==> config.mk <==
export PLATFORM = sky130hd
export DESIGN_NAME = image_mem_ctrl
export DESIGN_NICKNAME = d
export VERILOG_FILES = /design/src/rtl/img_pkg.sv /design/src/rtl/vga_read_addr_gen.sv /design/src/rtl/image_mem_ctrl.sv
export SDC_FILE = /design/constraint.sdc
export NUM_CORES = 1
export LEC_CHECK = 0
export CORE_ASPECT_RATIO = 0.7
export CORE_MARGIN = 8
export CORE_UTILIZATION = 53
export DETAILED_ROUTE_END_ITERATION = 10
export GPL_TIMING_DRIVEN = 1
export HOLD_SLACK_MARGIN = 0.15
export PLACE_DENSITY_LB_ADDON = 0.25
export SETUP_SLACK_MARGIN = 0.5
export SLEW_MARGIN = 20
export SYNTH_ARGS = -nofsm -noshare
export SYNTH_HDL_FRONTEND = slang
export SYNTH_SLANG_ARGS = --single-unit
==> constraint.sdc <==
create_clock -name clk_100MHz -period 4 [get_ports clk_100MHz]
set_clock_uncertainty 0.15 [all_clocks]
set_input_delay 0.4 -clock clk_100MHz [delete_from_list [all_inputs] [get_ports clk_100MHz]]
set_output_delay 0.4 -clock clk_100MHz [all_outputs]
set_load 0.02 [all_outputs]
==> src/rtl/img_pkg.sv <==
// Purpose: shared image geometry and load-sequencer state encoding for the image BRAM controller.
// Latency: n/a (constants and types only).
// Backpressure: n/a.
package img_pkg;

    localparam int WIDTH         = 320;
    localparam int HEIGHT        = 240;
    localparam int ADDR_W        = $clog2(WIDTH * HEIGHT);
    localparam int PIX_W         = 12;
    localparam int BYTES_PER_PIX = 2;

    typedef enum logic [1:0] {
        WAIT_HI = 2'd0,
        WAIT_LO = 2'd1,
        COMMIT  = 2'd2,
        FULL    = 2'd3
    } load_state_t;

endpackage

==> src/rtl/vga_read_addr_gen.sv <==
// Purpose: maps 640x480 scan coordinates onto 2x-upscaled BRAM read addresses, flags off-image pixels.
// Latency: rd_addr 1 cycle after vga_x/vga_y; show 2 cycles after vga_video_on (aligned with BRAM data).
// Backpressure: none; follows the VGA scan every cycle.
// Ports: clk_100MHz/rst_n (sync, active-low); en = display mode; vga_x/vga_y/vga_video_on in;
//        rd_addr = BRAM read address; show = pixel at BRAM output should be driven to the screen.
module vga_read_addr_gen
    import img_pkg::*;
#(
    parameter int WIDTH  = img_pkg::WIDTH,
    parameter int HEIGHT = img_pkg::HEIGHT,
    parameter int ADDR_W = $clog2(WIDTH * HEIGHT)
) (
    input  logic              clk_100MHz,
    input  logic              rst_n,
    input  logic              en,
    input  logic [9:0]        vga_x,
    input  logic [9:0]        vga_y,
    input  logic              vga_video_on,
    output logic [ADDR_W-1:0] rd_addr,
    output logic              show
);

    localparam logic [10:0] X_LIM = 11'(2 * WIDTH);
    localparam logic [10:0] Y_LIM = 11'(2 * HEIGHT);

    logic              blank;
    logic [ADDR_W-1:0] addr_nxt;
    logic              von_d1, von_d2;
    logic              blank_d1, blank_d2;

    assign blank    = ({1'b0, vga_x} >= X_LIM) || ({1'b0, vga_y} >= Y_LIM);
    assign addr_nxt = ADDR_W'(vga_y >> 1) * ADDR_W'(WIDTH) + ADDR_W'(vga_x >> 1);

    always_ff @(posedge clk_100MHz) begin
        if (!rst_n) begin
            rd_addr  <= '0;
            von_d1   <= 1'b0;
            von_d2   <= 1'b0;
            blank_d1 <= 1'b0;
            blank_d2 <= 1'b0;
        end else begin
            // Off-image coordinates keep the last address so the BRAM sees no spurious reads.
            if (en && !blank) begin
                rd_addr <= addr_nxt;
            end
            von_d1   <= vga_video_on;
            von_d2   <= von_d1;
            blank_d1 <= blank;
            blank_d2 <= blank_d1;
        end
    end

    assign show = von_d2 && !blank_d2;

endmodule

==> src/rtl/image_mem_ctrl.sv <==
// Purpose: single-port image BRAM sequencer: UART byte pairs -> raster writes (load), VGA scan -> reads (display).
// Latency: load commits one cycle after the low byte; display returns RGB 3 cycles after the scan coordinate.
// Backpressure: none; rx bytes are accepted every cycle, bytes beyond a full image set the sticky overflow.
// Ports: clk_100MHz/rst_n (sync, active-low); display_sw raw switch; rx_data/rx_valid from UART;
//        vga_x/vga_y/vga_video_on from timing gen; mem_* to BRAM; vga_rgb to pins; load_done/overflow status.
module image_mem_ctrl
    import img_pkg::*;
#(
    parameter int WIDTH  = img_pkg::WIDTH,
    parameter int HEIGHT = img_pkg::HEIGHT,
    parameter int ADDR_W = $clog2(WIDTH * HEIGHT)
) (
    input  logic              clk_100MHz,
    input  logic              rst_n,
    input  logic              display_sw,
    input  logic [7:0]        rx_data,
    input  logic              rx_valid,
    input  logic [9:0]        vga_x,
    input  logic [9:0]        vga_y,
    input  logic              vga_video_on,
    output logic [ADDR_W-1:0] mem_addr,
    output logic              mem_display,
    output logic [PIX_W-1:0]  mem_pixel_in,
    input  logic [PIX_W-1:0]  mem_pixel_out,
    output logic [PIX_W-1:0]  vga_rgb,
    output logic              load_done,
    output logic              overflow
);

    localparam logic [ADDR_W-1:0] LAST = ADDR_W'(WIDTH * HEIGHT - 1);

    logic              sw_meta, sw_sync;
    logic              enter_load, load_act;
    load_state_t       state, state_nxt;
    logic [3:0]        red;
    logic [PIX_W-1:0]  pix_q;
    logic [PIX_W-1:0]  rgb_q;
    logic [ADDR_W-1:0] wr_ptr;
    logic [ADDR_W-1:0] rd_addr;
    logic              show;

    // Mode edges are acted on one cycle early (when sw_meta disagrees with sw_sync) so the
    // load-side reset lands on the same edge that flips mem_display.
    assign enter_load = sw_sync && !sw_meta;
    assign load_act   = !sw_sync && !sw_meta;

    vga_read_addr_gen #(
        .WIDTH  (WIDTH),
        .HEIGHT (HEIGHT),
        .ADDR_W (ADDR_W)
    ) u_rd_gen (
        .clk_100MHz   (clk_100MHz),
        .rst_n        (rst_n),
        .en           (sw_sync),
        .vga_x        (vga_x),
        .vga_y        (vga_y),
        .vga_video_on (vga_video_on),
        .rd_addr      (rd_addr),
        .show         (show)
    );

    always_comb begin
        state_nxt = state;
        unique case (state)
            WAIT_HI: if (rx_valid) state_nxt = WAIT_LO;
            WAIT_LO: if (rx_valid) state_nxt = COMMIT;
            COMMIT: begin
                if (wr_ptr == LAST)  state_nxt = FULL;
                else if (rx_valid)   state_nxt = WAIT_LO;
                else                 state_nxt = WAIT_HI;
            end
            FULL:    state_nxt = FULL;
            default: state_nxt = WAIT_HI;
        endcase
        // Any partial pixel is dropped on a mode change or while displaying.
        if (!load_act) state_nxt = WAIT_HI;
    end

    always_ff @(posedge clk_100MHz) begin
        if (!rst_n) begin
            sw_meta   <= 1'b0;
            sw_sync   <= 1'b0;
            state     <= WAIT_HI;
            red       <= '0;
            pix_q     <= '0;
            rgb_q     <= '0;
            wr_ptr    <= '0;
            load_done <= 1'b0;
            overflow  <= 1'b0;
        end else begin
            sw_meta <= display_sw;
            sw_sync <= sw_meta;
            state   <= state_nxt;
            rgb_q   <= (sw_meta && sw_sync && show) ? mem_pixel_out : '0;
            if (enter_load) begin
                wr_ptr    <= '0;
                load_done <= 1'b0;
                overflow  <= 1'b0;
            end else if (load_act) begin
                unique case (state)
                    WAIT_HI: if (rx_valid) red <= rx_data[3:0];
                    WAIT_LO: if (rx_valid) pix_q <= {red, rx_data};
                    COMMIT: begin
                        if (wr_ptr == LAST) begin
                            load_done <= 1'b1;
                            if (rx_valid) overflow <= 1'b1;
                        end else begin
                            wr_ptr <= wr_ptr + ADDR_W'(1);
                            // A byte landing in the commit cycle starts the next pixel.
                            if (rx_valid) red <= rx_data[3:0];
                        end
                    end
                    FULL:    if (rx_valid) overflow <= 1'b1;
                    default: ;
                endcase
            end
        end
    end

    assign mem_display  = sw_sync;
    assign mem_addr     = sw_sync ? rd_addr : wr_ptr;
    assign mem_pixel_in = pix_q;
    assign vga_rgb      = rgb_q;

endmodule

Figure 1. The metal 1 layer (run 1).
Supply wires on this layer in grey.
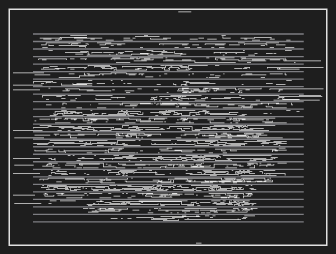
wire length on this layer: 3860 µm
longest straight run: 32.7 µm
share of all routed wire: 48%
main direction: horizontal
nets with wire on the layer: 479

Figure 2. The metal 2 layer (run 1).
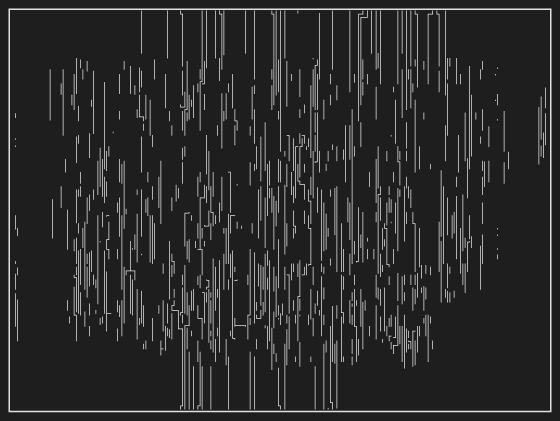
nets with wire on the layer: 453
longest straight run: 32.6 µm

Figure 3. M3 wires (run 1).
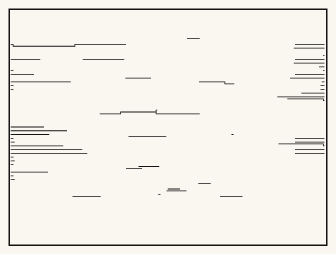
share of all routed wire: 6.5%
nets with wire on the layer: 49
longest straight run: 27.4 µm
wire length on this layer: 526 µm
routing usage on met3: 6.59%
vias: 2879
final WL: 8.06 mm

Figure 4. Clock nets (run 1).
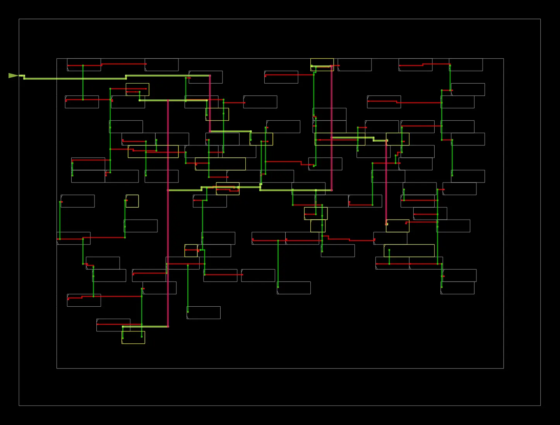
CTS buffer count: 9
Clock Power: 758 µW
Layout clock buffers: 9
clk sinks: 72

run 1: per-layer routing:
metal  up-vias  GRT usage [%]
li1       1460              -
met2        65           26.7
met4         0           6.02
met5         -              0
met1      1342           21.8
met3        12           6.59
run 1: power groups by stage:
stage          combinational (mW)  clock (mW)  sequential, mW
6_report                    0.224       0.758           0.737
4_1_cts                     0.224       0.778           0.737
3_5_place_dp                0.223           0           0.754
5_1_grt                     0.248       0.802           0.739
3_3_place_gp                0.218           0           0.754
2_1_floorplan               0.144           0           0.753
run 1: flip-flops by register name, summed over array words and instances, names as in the netlist, 2 cells and up:
name	count
state	2
red	4
vga_rgb	12
wr_ptr	17
u_rd_gen.rd_addr	17
mem_pixel_in	12
run 1: worst reg2reg max path, stage by stage (launching register included):
cell	delay [ns]
dfxtp_1	0.62
nor2_1	0.42
nand4b_1	0.73
mux2i_1	0.41
nor2b_1	0.08
run 1: area by class of cell:
cell class	instances	area [µm²]	share of cell area (%)
Multi-Input combinational cell	277	2070	43.0
Clock buffer	9	124	2.58
Clock inverter	7	144	3.00
Tap cell	94	118	2.45
Inverter	7	26.3	0.547
Timing Repair Buffer	89	883	18.4
Sequential cell	72	1440	30.0
run 1: cell usage after synthesis (2+ instances only):
cell | count | area, µm²
xor2_1 | 18 | 158
mux2i_1 | 17 | 170
or3_1 | 2 | 12.5
clkbuf_1 | 9 | 33.8
and3_1 | 5 | 31.3
fa_1 | 2 | 40.0
xnor2_1 | 8 | 70.1
nor4b_4 | 2 | 47.6
or4_1 | 2 | 15.0
mux2_2 | 17 | 191
ha_1 | 18 | 225
nor3_1 | 3 | 15.0
a21boi_0 | 9 | 67.6
and2_1 | 21 | 131
buf_2 | 2 | 10.0
inv_1 | 6 | 22.5
nand2b_1 | 2 | 12.5
dfxtp_1 | 72 | 1440
a211oi_1 | 2 | 15.0
nand3_1 | 5 | 25.0
nor2_1 | 29 | 109
nand4_1 | 7 | 43.8
nor2b_1 | 20 | 125
o211a_1 | 5 | 50.1
o21ai_0 | 11 | 55.1
o21ai_1 | 2 | 10.0
o21a_1 | 2 | 15.0
a21oi_1 | 9 | 45.0
nand2_1 | 35 | 131
run 1: worst max path at each step:
stage | slack, ns | depth (start not counted) | from | to
final | 0.98 | 10 | vga_y[2] | u_rd_gen.rd_addr[16]
after global routing | 0.77 | 10 | vga_y[2] | u_rd_gen.rd_addr[16]
after CTS | 0.99 | 10 | vga_y[2] | u_rd_gen.rd_addr[16]
after detailed placement | 0.61 | 10 | vga_y[2] | u_rd_gen.rd_addr[16]
after global placement | 0.69 | 10 | vga_y[2] | u_rd_gen.rd_addr[16]
after floorplan | 1.40 | 9 | vga_y[2] | u_rd_gen.rd_addr[16]
run 1: per-stage QoR:
step	instance area (µm²)	setup WS, ns	power, mW	util (%)	hold WS (ns)
floorplan	3590	1.40	0.897	-	0.262
global placement	4540	0.691	0.972	68.1	0.267
detailed placement	4540	0.615	0.977	68.1	0.271
CTS	4800	0.986	1.74	72.1	0.295
global route	4800	0.773	1.79	72.1	0.307
finish	4800	0.979	1.72	72.1	0.290
==> results_dict.tcl, run 1 <==
# yosys + openroad results
set metrics [dict create \
    startpoint_type "input pin" \
    grt_usage_pct 17.4 \
    floorplan.nets 434 \
    worstMarginPinSlew_ns 0.961 \
    wl_met3_um 526 \
    ff_type "dfxtp_1" \
    holdCritPathClass "flop to flop" \
    adder_share_pct 7.39 \
    drtIter0Drc 137 \
    max_stage_delay_ns 0.46 \
    hold_depth 1 \
    ys_sh_simple_pct 23.2 \
    yosys_warnings 0 \
    avgRoutedWirePerCell_um 14.5 \
    ys_sh_mux_pct 10.1 \
    final_common_cell "clkdlybuf4s50_1" \
    antenna_left 0 \
    insertion_delay_ns 0.35 \
    worstSetupPathType "input pin to flop" \
    routed.top_layer "met4" \
    path_cells "clkdlybuf4s50_1, ha_1, ha_1, fa_1, xor2_1, o2111ai_1, nor3_1, nand4_1, xnor2_1, o21ai_1" \
    powerDensity_nw_per_um2 358 \
    antenna_found_initial 0 \
    rrSetupSlack_ns 1.49 \
    run_status "complete, no violations" \
    final_layout_top_logic_cells "86 x clkdlybuf4s50_1, 72 x dfxtp_1, 35 x nand2_1, 29 x nor2_1, 21 x and2_1" \
    crit_top_cell "ha_1" \
    final_cell_count_no_fill 555 \
    final_nets 521 \
    synth_area_per_cell_um2 9.72 \
    ys.flops 72 \
    drc 0 \
    postSynthCellCount 369 \
    hold_buffers 0 \
    netlist_area_um2 3590 \
    slowest_stage "clkdlybuf4s50_1" \
    cts_tree "yes" \
    crit_fanout 3 \
    drv_slew 0 \
    cpLargestDelayFamily "adder cells" \
    yosysUniqueCellTypes 56 \
    num_rows 25 \
    cts_max_level 3 \
    root_buffer "clkbuf_8" \
    syn2layout_area_growth_pct 33.9 \
    fillers 532 \
    leakagePower_nw 1.94 \
    post_cts_buffers 0 \
    first_pass_iters 4 \
    ir_drop_mv 0.208 \
    io_buffer_count 86 \
    synthXorXnorAreaFrac_pct 6.35 \
    die_height_um 84.8 \
    rr_worst_depth 4 \
    r2r_end "mem_pixel_in[9]" \
    yosys_area_um2 3590 \
    compound_area_share_pct 10.4 \
    grt_pass1_wl_mm 13.7 \
    die_w_um 114 \
    route.met2.wl_mm 3.56 \
    clock.fmax_ghz 0.331 \
    warning_count 28 \
    routed_via_density 5.19 \
    clk_pin_slew_worst_paths_ns 0.08 \
    endpoint_kind "flop" \
    grt.overflow.total 0 \
    die_area_um2 9700 \
    cp.buffers_inverters 1 \
    slew_headroom_pct 35.9 \
    rsz0062_at_grt "no" \
    r2r-start "mem_display" \
    fp_util_pct 53.9 \
]
==> inputs of run 2 (changes only) <==
--- a/config.mk
+++ b/config.mk
@@ -7,7 +7,7 @@
 export LEC_CHECK = 0
 export CORE_ASPECT_RATIO = 0.7
 export CORE_MARGIN = 8
-export CORE_UTILIZATION = 53
+export CORE_UTILIZATION = 49
 export DETAILED_ROUTE_END_ITERATION = 10
 export GPL_TIMING_DRIVEN = 1
 export HOLD_SLACK_MARGIN = 0.15
==> constraint.sdc (replaced) <==
create_clock -name clk_100MHz -period 2.97 [get_ports clk_100MHz]
set_clock_uncertainty 0.15 [all_clocks]
set_input_delay 0.297 -clock clk_100MHz [delete_from_list [all_inputs] [get_ports clk_100MHz]]
set_output_delay 0.297 -clock clk_100MHz [all_outputs]
set_load 0.02 [all_outputs]
Figure 5. Signal metal coverage by tile (run 2).
Bar = 20 µm. The die is cut into 24 by 18 equal tiles; dark purple is low, yellow is high, scaled to the fullest tile. Values are wire area over tile area, all layers added.
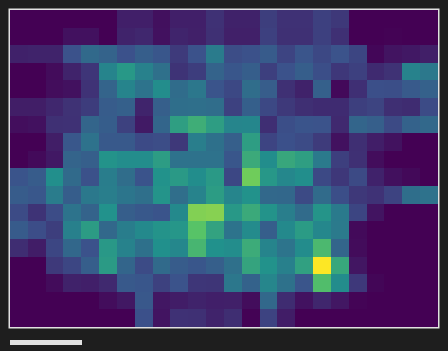
densest ninth of the die: centre
nearly empty tiles: 19%
tiles over half the peak: 9.7%
Routed WL per cell: 15.3 µm
gr usage total: 16.6%

==> results_dict.tcl, run 2 <==
# yosys + openroad results
set metrics [dict create \
    ir_drop_mv 0.234 \
    leakagePower_nw 1.99 \
    wl_mm 8.80 \
    root_buffer "clkbuf_8" \
    drtIter0Drc 121 \
    r2r_end "wr_ptr[15]" \
    antenna_found_initial 0 \
    fp_util_pct 49.9 \
    ys_top_cells_by_area "dfxtp_1 40%, ha_1 6.3%, mux2_2 5.3%" \
    final_common_cell "clkdlybuf4s50_1" \
    grt_pass1_wl_mm 14.1 \
    crit_fanout 3 \
    hold_depth 1 \
    postSynthCellCount 369 \
    die_height_um 87.6 \
    clk_pin_slew_worst_paths_ns 0.08 \
    worstSetupStartpoint "vga_y[2]" \
    powerDensity_nw_per_um2 416 \
    vias 3020 \
    slew_headroom_pct 66.9 \
    first_pass_iters 4 \
    endpoint_kind "flop" \
    yosysUniqueCellTypes 56 \
    yosys_warnings 0 \
    io_pins 89 \
    worstMarginPinSlew_ns 0.495 \
    synth_area_per_cell_um2 9.72 \
    num_rows 26 \
    startpoint_type "input pin" \
    holdPathEnd "u_rd_gen.von_d2" \
    placed_area_um2 4660 \
    drc 0 \
    yosys_area_um2 3590 \
    cts_buffer_depth 2 \
    floorplan.nets 434 \
    die_w_um 118 \
    drv_slew 0 \
    syn2layout_area_growth_pct 39.7 \
    dp_hpwl_mm 6.60 \
    io_buffer_count 86 \
    antenna_left 0 \
    worstPathRequired_ns 3.10 \
    grt_max_degree 43 \
    setup_ws_ns 0.588 \
    coreArea_um2 7190 \
    worstSetupPathType "input pin to flop" \
    cts.sinks 72 \
    synthArstFlopShare_pct 0 \
    top_cell "dfxtp_1" \
    reg_top3 "u_rd_gen.rd_addr x17, wr_ptr x17" \
    edf_count 0 \
    final_nets 537 \
    cts_max_level 3 \
    area.sequential_um2 1450 \
    rsz0062_at_grt "no" \
    hold_start "u_rd_gen.von_d1" \
    ys.flops 72 \
    die_area_um2 10400 \
    yosysTopAreaCellShare_pct 40.2 \
    rr_worst_depth 7 \
    netlist_area_um2 3590 \
    routed_via_density 5.25 \
    largest_area_cell "dfxtp_1" \
    ff_type "dfxtp_1" \
    cts_made_buffers 9 \
    postSynthSeqShare_pct 40.2 \
    gp_congestion 0.780 \
    r2r-start "wr_ptr[0]" \
    comb_area_um2 2240 \
    grt.overflow.total 0 \
    period_minus_slack_ns 2.38 \
    run_status "complete, no violations" \
    holdCritPathClass "flop to flop" \
    worst_hold_slack_ns 0.291 \
    setup_tns_ns 0 \
    warning_count 28 \
    fin_area_um2 5010 \
    rrSetupSlack_ns 0.80 \
    final_layout_top_logic_cells "79 x clkdlybuf4s50_1, 71 x dfxtp_1, 35 x nand2_1, 29 x nor2_1, 21 x and2_1" \
    num_antenna_cells 0 \
    ys_top_cells_by_count "72 x dfxtp_1, 35 x nand2_1, 29 x nor2_1" \
    clock.fmax_ghz 0.420 \
    cts_tree "yes" \
    insertion_delay_ns 0.34 \
    arrival_ns 2.51 \
    synth.yosys.num_cells 369 \
    post-place-ws_ns -0.167 \
    hold_buffers 0 \
    fillers 559 \
]
-- run 2: cells by family (layout without fill, tap and decap cells) --
| logic type | count (synthesis) | count (layout) | share of synthesized area (%) |
|---|---|---|---|
| buffers and inverters | 20 | 128 | 2.37 |
| flip-flops | 72 | 72 | 40.2 |
| XOR/XNOR | 26 | 26 | 6.35 |
| adder cells (fa/ha/maj) | 20 | 20 | 7.39 |
| AND-OR/OR-AND | 50 | 50 | 10.4 |
| multiplexers | 34 | 34 | 10.1 |
| AND/OR/NAND/NOR | 147 | 147 | 23.2 |
-- run 2: worst max path at each step --
| stage | to | slack [ns] | cells after the start |
|---|---|---|---|
| after floorplan | u_rd_gen.rd_addr[16] | 0.50 | 9 |
| after global placement | u_rd_gen.rd_addr[16] | -0.08 | 10 |
| after detailed placement | u_rd_gen.rd_addr[16] | -0.17 | 10 |
| after CTS | u_rd_gen.rd_addr[16] | 0.53 | 9 |
| after global routing | u_rd_gen.rd_addr[15] | 0.46 | 11 |
| final | u_rd_gen.rd_addr[15] | 0.59 | 11 |
-- run 2: metal layers --
| layer | wire, µm | share of wire, % | global-route usage (%) | vias up |
|---|---|---|---|---|
| li1 | - | - | - | 1484 |
| met1 | 4060 | 46 | 21.0 | 1434 |
| met2 | 4120 | 47 | 27.0 | 94 |
| met3 | 556 | 6.3 | 6.12 | 8 |
| met4 | 58 | 0.66 | 3.13 | 0 |
| met5 | 0 | 0 | 0 | - |
-- run 2: stage by stage --
step	util, %	instances	power (mW)
after floorplan	-	369	1.21
after global placement	64.8	557	1.34
after detailed placement	64.8	557	1.35
after CTS	68.9	573	2.08
after global routing	69.7	575	2.19
final	69.7	575	2.09
-- run 2: power by group --
group	total (mW)	switching, mW	internal, mW
Combinational	0.394	0.181	0.213
Clock	0.700	0.373	0.327
Sequential	0.994	0.0137	0.980
Total	2.09	0.568	1.52
-- run 2: critical path, stage by stage --
cell and delay (ns):
dlygate4sd2_1 0.27, ha_4 0.25, ha_4 0.16, fa_2 0.39
xor2_2 0.22, o21ai_1 0.11, nor4_2 0.22, buf_4 0.17
nand3_1 0.10, xor2_1 0.19, a21oi_1 0.13
-- run 2: final cells by class --
cell class                 count  share of cell area, %
timing repair buffer         105                   19.9
sequential                    72                   28.8
multi-input combinational    277                   44.6
clock buffer                  10                   2.75
inverter                       7                  0.524
tap                           98                   2.45
clock inverter                 6                  0.873
-- run 2: repair_timing --
item	in CTS	in global routing
pin swaps	8	8
setup buffers	0	2
cloned	0	0
setup endpoints to repair	29	3
gates resized	23	9
Power and IR drop assume default switching activity.
